$ cat config.mk
export PLATFORM = sky130hd
export DESIGN_NAME = qam16_demapper
export DESIGN_NICKNAME = d
export VERILOG_FILES = /design/src/rtl/qam16_pkg.sv /design/src/rtl/qam16_thr_calc.sv /design/src/rtl/qam16_demapper.sv
export SDC_FILE = /design/constraint.sdc
export NUM_CORES = 2
export LEC_CHECK = 0
export ABC_AREA = 1
export CAP_MARGIN = 20
export CELL_PAD_IN_SITES_DETAIL_PLACEMENT = 1
export CELL_PAD_IN_SITES_GLOBAL_PLACEMENT = 1
export CORE_ASPECT_RATIO = 1.2
export CORE_MARGIN = 3
export CORE_UTILIZATION = 45
export CTS_CLUSTER_SIZE = 14
export DETAILED_ROUTE_END_ITERATION = 8
export PLACE_DENSITY = 0.94
export SETUP_SLACK_MARGIN = 0.4
export SLEW_MARGIN = 20
export SYNTH_ARGS = -nofsm -noshare
export SYNTH_HDL_FRONTEND = slang
export SYNTH_SLANG_ARGS = --single-unit
$ cat constraint.sdc
create_clock -name clk -period 24.5 [get_ports clk]
set_input_delay 4.9 -clock clk [delete_from_list [all_inputs] [get_ports clk]]
set_output_delay 4.9 -clock clk [all_outputs]
set_load 0.02 [all_outputs]
$ cat src/rtl/qam16_pkg.sv
// Shared types and constants for the 16-QAM hard-decision demapper.
package qam16_pkg;

  typedef enum logic [1:0] {
    UNCFG = 2'd0,
    CALC  = 2'd1,
    RUN   = 2'd2
  } state_e;

  localparam int BIT_I1 = 3;
  localparam int BIT_Q1 = 2;
  localparam int BIT_I2 = 1;
  localparam int BIT_Q2 = 0;

  localparam int LAST_DEFAULT = 17727;

endpackage

$ cat src/rtl/qam16_thr_calc.sv
// Sequential restoring divide-by-3 of the outer level; commits thr = 2*floor(last/3)
// in one cycle when the W-th quotient bit is produced.
module qam16_thr_calc
  import qam16_pkg::*;
#(
  parameter int W = 16
) (
  input  logic         clk,
  input  logic         rst,
  input  logic         start,
  input  logic [W-1:0] last,
  output logic         busy,
  output logic         done,
  output logic [W-1:0] thr
);

  localparam int CW = $clog2(W);

  logic          busy_q, busy_d;
  logic [CW-1:0] cnt_q, cnt_d;
  logic [W-1:0]  thr_q, thr_d;
  logic [W-1:0]  sh_q, sh_d;
  logic [1:0]    rem_q, rem_d;
  logic [2:0]    trial;
  logic          qbit;

  assign done = busy_q && (cnt_q == CW'(W - 1));
  assign busy = busy_q;
  assign thr  = thr_q;

  // sh_q shifts the dividend out at the top while quotient bits enter at the bottom
  always_comb begin
    busy_d = busy_q;
    cnt_d  = cnt_q;
    thr_d  = thr_q;
    sh_d   = sh_q;
    rem_d  = rem_q;
    trial  = {rem_q, sh_q[W-1]};
    qbit   = (trial >= 3'd3);
    if (busy_q) begin
      rem_d = qbit ? 2'(trial - 3'd3) : trial[1:0];
      sh_d  = {sh_q[W-2:0], qbit};
      cnt_d = cnt_q + 1'b1;
      if (done) begin
        busy_d = 1'b0;
        thr_d  = {sh_d[W-2:0], 1'b0};
      end
    end else if (start) begin
      busy_d     = 1'b1;
      cnt_d      = '0;
      rem_d      = '0;
      sh_d       = last;
      sh_d[W-1]  = 1'b0;
    end
  end

  always_ff @(posedge clk) begin
    if (rst) begin
      busy_q <= 1'b0;
      cnt_q  <= '0;
      thr_q  <= '0;
    end else begin
      busy_q <= busy_d;
      cnt_q  <= cnt_d;
      thr_q  <= thr_d;
    end
  end

  always_ff @(posedge clk) begin
    sh_q  <= sh_d;
    rem_q <= rem_d;
  end

endmodule

$ cat src/rtl/qam16_demapper.sv
// Hard-decision 16-QAM demapper: N lanes of I/Q sliced to Gray bits {I1,Q1,I2,Q2}.
// Optional over-range counter enabled by QAM16_DEMAP_OVRCNT_EN.
module qam16_demapper
  import qam16_pkg::*;
#(
  parameter int N = 16,
  parameter int W = 16
) (
  input  logic           clk,
  input  logic           rst,
  input  logic           cfg_load,
  input  logic [W-1:0]   last,
  output logic           cfg_busy,
  input  logic           in_valid,
  output logic           in_ready,
  input  logic [W*N-1:0] I,
  input  logic [W*N-1:0] Q,
  output logic           out_valid,
  input  logic           out_ready,
  output logic [4*N-1:0] out_bits,
  output logic [15:0]    ovr_cnt
);

  function automatic logic [W-1:0] sat_abs(input logic signed [W-1:0] x);
    logic [W-1:0] r;
    r = $unsigned(x);
    if (x[W-1]) begin
      r = $unsigned(-x);
      if (r[W-1]) r = {1'b0, {(W-1){1'b1}}};
    end
    return r;
  endfunction

  state_e       state_q, state_d;
  logic         calc_start, calc_busy, calc_done;
  logic [W-1:0] thr;
  logic         pipe_en, accept;

  logic         vld_p1_q, vld_p1_d;
  logic         vld_p2_q, vld_p2_d;
  logic [N-1:0] sgn_i_p0, sgn_q_p0;
  logic [W-1:0] mag_i_p0 [N];
  logic [W-1:0] mag_q_p0 [N];
  logic [N-1:0] sgn_i_p1_q, sgn_i_p1_d, sgn_q_p1_q, sgn_q_p1_d;
  logic [W-1:0] mag_i_p1_q [N];
  logic [W-1:0] mag_i_p1_d [N];
  logic [W-1:0] mag_q_p1_q [N];
  logic [W-1:0] mag_q_p1_d [N];
  logic [W-1:0] thr_p1_q, thr_p1_d;
  logic [4*N-1:0] bits_p2_q, bits_p2_d;

  assign calc_start = cfg_load && (state_q != CALC);
  assign pipe_en    = !vld_p2_q || out_ready;
  assign in_ready   = (state_q == RUN) && pipe_en;
  assign accept     = in_valid && in_ready;
  assign cfg_busy   = calc_busy;
  assign out_valid  = vld_p2_q;
  assign out_bits   = bits_p2_q;

  qam16_thr_calc #(.W(W)) u_thr_calc (
    .clk  (clk),
    .rst  (rst),
    .start(calc_start),
    .last (last),
    .busy (calc_busy),
    .done (calc_done),
    .thr  (thr)
  );

  always_comb begin
    state_d = state_q;
    unique case (state_q)
      UNCFG:   if (cfg_load) state_d = CALC;
      CALC:    if (calc_done) state_d = RUN;
      RUN:     if (cfg_load) state_d = CALC;
      default: state_d = UNCFG;
    endcase
  end

  // stage 0: sign and saturated magnitude straight off the input bus
  always_comb begin
    for (int i = 0; i < N; i++) begin
      sgn_i_p0[i] = I[W*i+W-1];
      sgn_q_p0[i] = Q[W*i+W-1];
      mag_i_p0[i] = sat_abs(I[W*i +: W]);
      mag_q_p0[i] = sat_abs(Q[W*i +: W]);
    end
  end

  // stage 1: thr is snapshotted with the beat so a recalculation never reslices it
  always_comb begin
    vld_p1_d   = vld_p1_q;
    sgn_i_p1_d = sgn_i_p1_q;
    sgn_q_p1_d = sgn_q_p1_q;
    mag_i_p1_d = mag_i_p1_q;
    mag_q_p1_d = mag_q_p1_q;
    thr_p1_d   = thr_p1_q;
    if (pipe_en) begin
      vld_p1_d = accept;
      if (accept) begin
        sgn_i_p1_d = sgn_i_p0;
        sgn_q_p1_d = sgn_q_p0;
        mag_i_p1_d = mag_i_p0;
        mag_q_p1_d = mag_q_p0;
        thr_p1_d   = thr;
      end
    end
  end

  // stage 2: threshold compare and output register
  always_comb begin
    vld_p2_d  = vld_p2_q;
    bits_p2_d = bits_p2_q;
    if (pipe_en) begin
      vld_p2_d = vld_p1_q;
      if (vld_p1_q) begin
        for (int i = 0; i < N; i++) begin
          bits_p2_d[4*i+BIT_I1] = sgn_i_p1_q[i];
          bits_p2_d[4*i+BIT_Q1] = sgn_q_p1_q[i];
          bits_p2_d[4*i+BIT_I2] = (mag_i_p1_q[i] > thr_p1_q);
          bits_p2_d[4*i+BIT_Q2] = (mag_q_p1_q[i] > thr_p1_q);
        end
      end
    end
  end

  always_ff @(posedge clk) begin
    if (rst) begin
      state_q   <= UNCFG;
      vld_p1_q  <= 1'b0;
      vld_p2_q  <= 1'b0;
      bits_p2_q <= '0;
    end else begin
      state_q   <= state_d;
      vld_p1_q  <= vld_p1_d;
      vld_p2_q  <= vld_p2_d;
      bits_p2_q <= bits_p2_d;
    end
  end

  always_ff @(posedge clk) begin
    sgn_i_p1_q <= sgn_i_p1_d;
    sgn_q_p1_q <= sgn_q_p1_d;
    mag_i_p1_q <= mag_i_p1_d;
    mag_q_p1_q <= mag_q_p1_d;
    thr_p1_q   <= thr_p1_d;
  end

`ifdef QAM16_DEMAP_OVRCNT_EN
  localparam int HW = $clog2(2*N+1);

  function automatic logic [15:0] sat_add(input logic [15:0] a, input logic [HW-1:0] b);
    logic [16:0] s;
    s = {1'b0, a} + {{(17-HW){1'b0}}, b};
    return s[16] ? 16'hFFFF : s[15:0];
  endfunction

  logic [W-1:0]  last_q, last_d;
  logic [15:0]   ovr_q, ovr_d;
  logic [HW-1:0] hits;

  // a clear from cfg_load wins over a beat accepted in the same cycle
  always_comb begin
    hits = '0;
    for (int i = 0; i < N; i++) begin
      hits = hits + HW'(mag_i_p0[i] > last_q) + HW'(mag_q_p0[i] > last_q);
    end
    last_d = last_q;
    ovr_d  = ovr_q;
    if (calc_start) begin
      last_d         = last;
      last_d[W-1]    = 1'b0;
      ovr_d          = '0;
    end else if (accept) begin
      ovr_d = sat_add(ovr_q, hits);
    end
  end

  always_ff @(posedge clk) begin
    if (rst) begin
      last_q <= W'(LAST_DEFAULT);
      ovr_q  <= '0;
    end else begin
      last_q <= last_d;
      ovr_q  <= ovr_d;
    end
  end

  assign ovr_cnt = ovr_q;
`else
  assign ovr_cnt = '0;
`endif

endmodule

### Sizing map

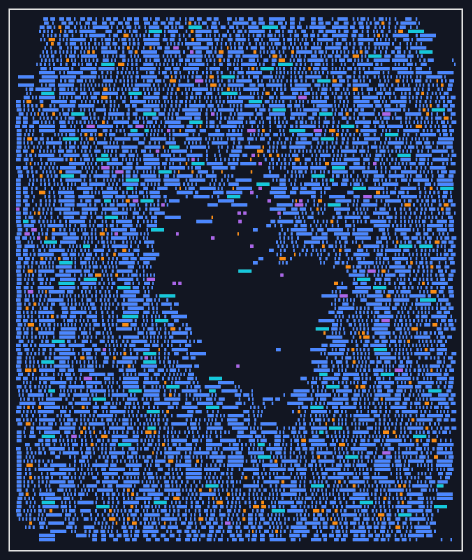
[_3 and _4 cells] purple | cells: 54 | share: 0.82%
[_0 and _1 cells] blue | cells: 6226 | share: 94%
[_6 and larger] cyan | cells: 103 | share: 1.6%
[_2 cells] orange | cells: 238 | share: 3.6%

### M3 wires

Cells faint in the background.
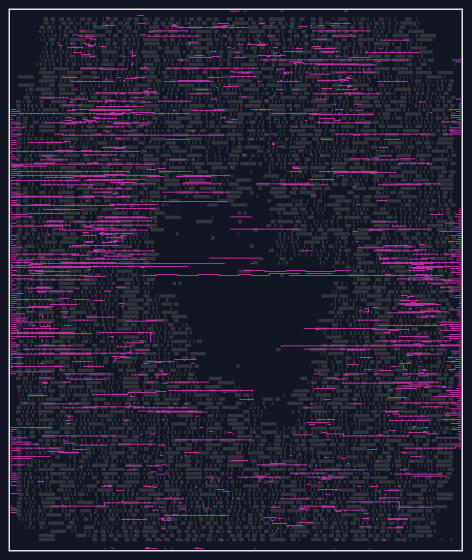
longest straight run: 127 um
wire length on this layer: 11200 um
main direction: horizontal
GR Layer Usage met3: 0.0610
final WL: 178 mm

==> impl_metrics.ini <==
; flow metrics
[job]
maxCapViolCount = 0
warnings = 33

[worst_setup_path]
r2r_start = state_q[1]
cp.buffers_inverters = 2
worst_setup_path_start_kind = input port
r2r_setup_slack_ns = 20.51
cpMostUsedCell = clkdlybuf4s50_1
critPathMaxStageDelay_ns = 0.67
endpoint = in_ready
critical_path_arrival_ns = 6.36
required_ns = 19.60
reg2reg_depth = 6

[clock_tree]
ctsHoldBuffers = 0
cts_root_buf = clkbuf_16
cts_post_setup_buffers_inserted = 0
cts-resized-gates = 0

[finish]
antenna_cells = 42
syn_to_final_growth_pct = 21.8
flops = 633
n_fill_cell = 12400
regArea_um2 = 18100
nonClockBufferCount = 626
drive_gt1_frac = 0.0597

[logic_synthesis]
ys_sh_xor = 0.00612
synth_cell_types = 36
yosys.area.top_type = edfxtp_1
flop_cell = edfxtp_1
synthTopLogicFamily = simple AND/OR/NAND/NOR gates
syn_area_per_cell_um2 = 7.67
syn_area_um2 = 45800
mux_share = 0
synth_cells = 5966
ys_ff = 633
synth.cellmix.compoundShare = 0.0585
top_cells_by_count = 1724 x nand2_1, 771 x inv_1, 711 x nand3_1

[final_timing]
relSlewSlack = 0.288
setup_tns_ns = 0
fin_crit_sh = 0.460
fin_ws_ns = 13.24
finalClockSkew_ns = 0.0246
setup_violations = 0
max_freq_ghz = 0.0888

[global_route]
antenna_found_initial = 56
grt_usage = 0.324
grt_pass1_wl_mm = 269
grt-ovfl-total = 0

[power]
p_seq_mw = 1.19
powerComb_uw = 335
internal_power_mw = 2.03
p_comb_frac = 0.123
leakage_nw = 26.2
p_per_area_nw_per_um2 = 48.8
clk-power_mw = 1.20
sequentialPowerShare = 0.436
power_leader = clock
ir_drop_mv = 0.0399
p_total_mw = 2.72

[floorplan]
fp.dieW_um = 297
die_y_um = 355
fp-utilization = 0.456
core_um2 = 100000

[drt]
wl_met2_mm = 89.9
ant_nets = 0

[outcome]
status = finished, final reports clean

[placement]
hpwl_mm = 125

[worst_hold_path]
holdPathStages = 0
### Routing congestion

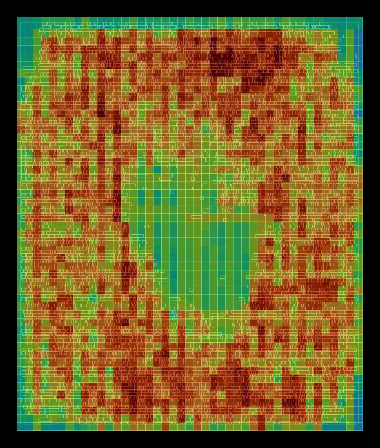
M2 GR Usage: 0.590
GR peak layer: met2
Core Util, Final: 0.555
GR met1 Demand/Resource: 0.349

### Clock network drawn from the DEF

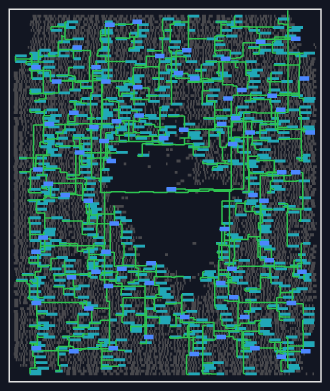
[flip-flops] cyan | count: 633
[clock drivers] blue | count: 75
[clock wires] green | length: 10200 um
routed clock nets: 76

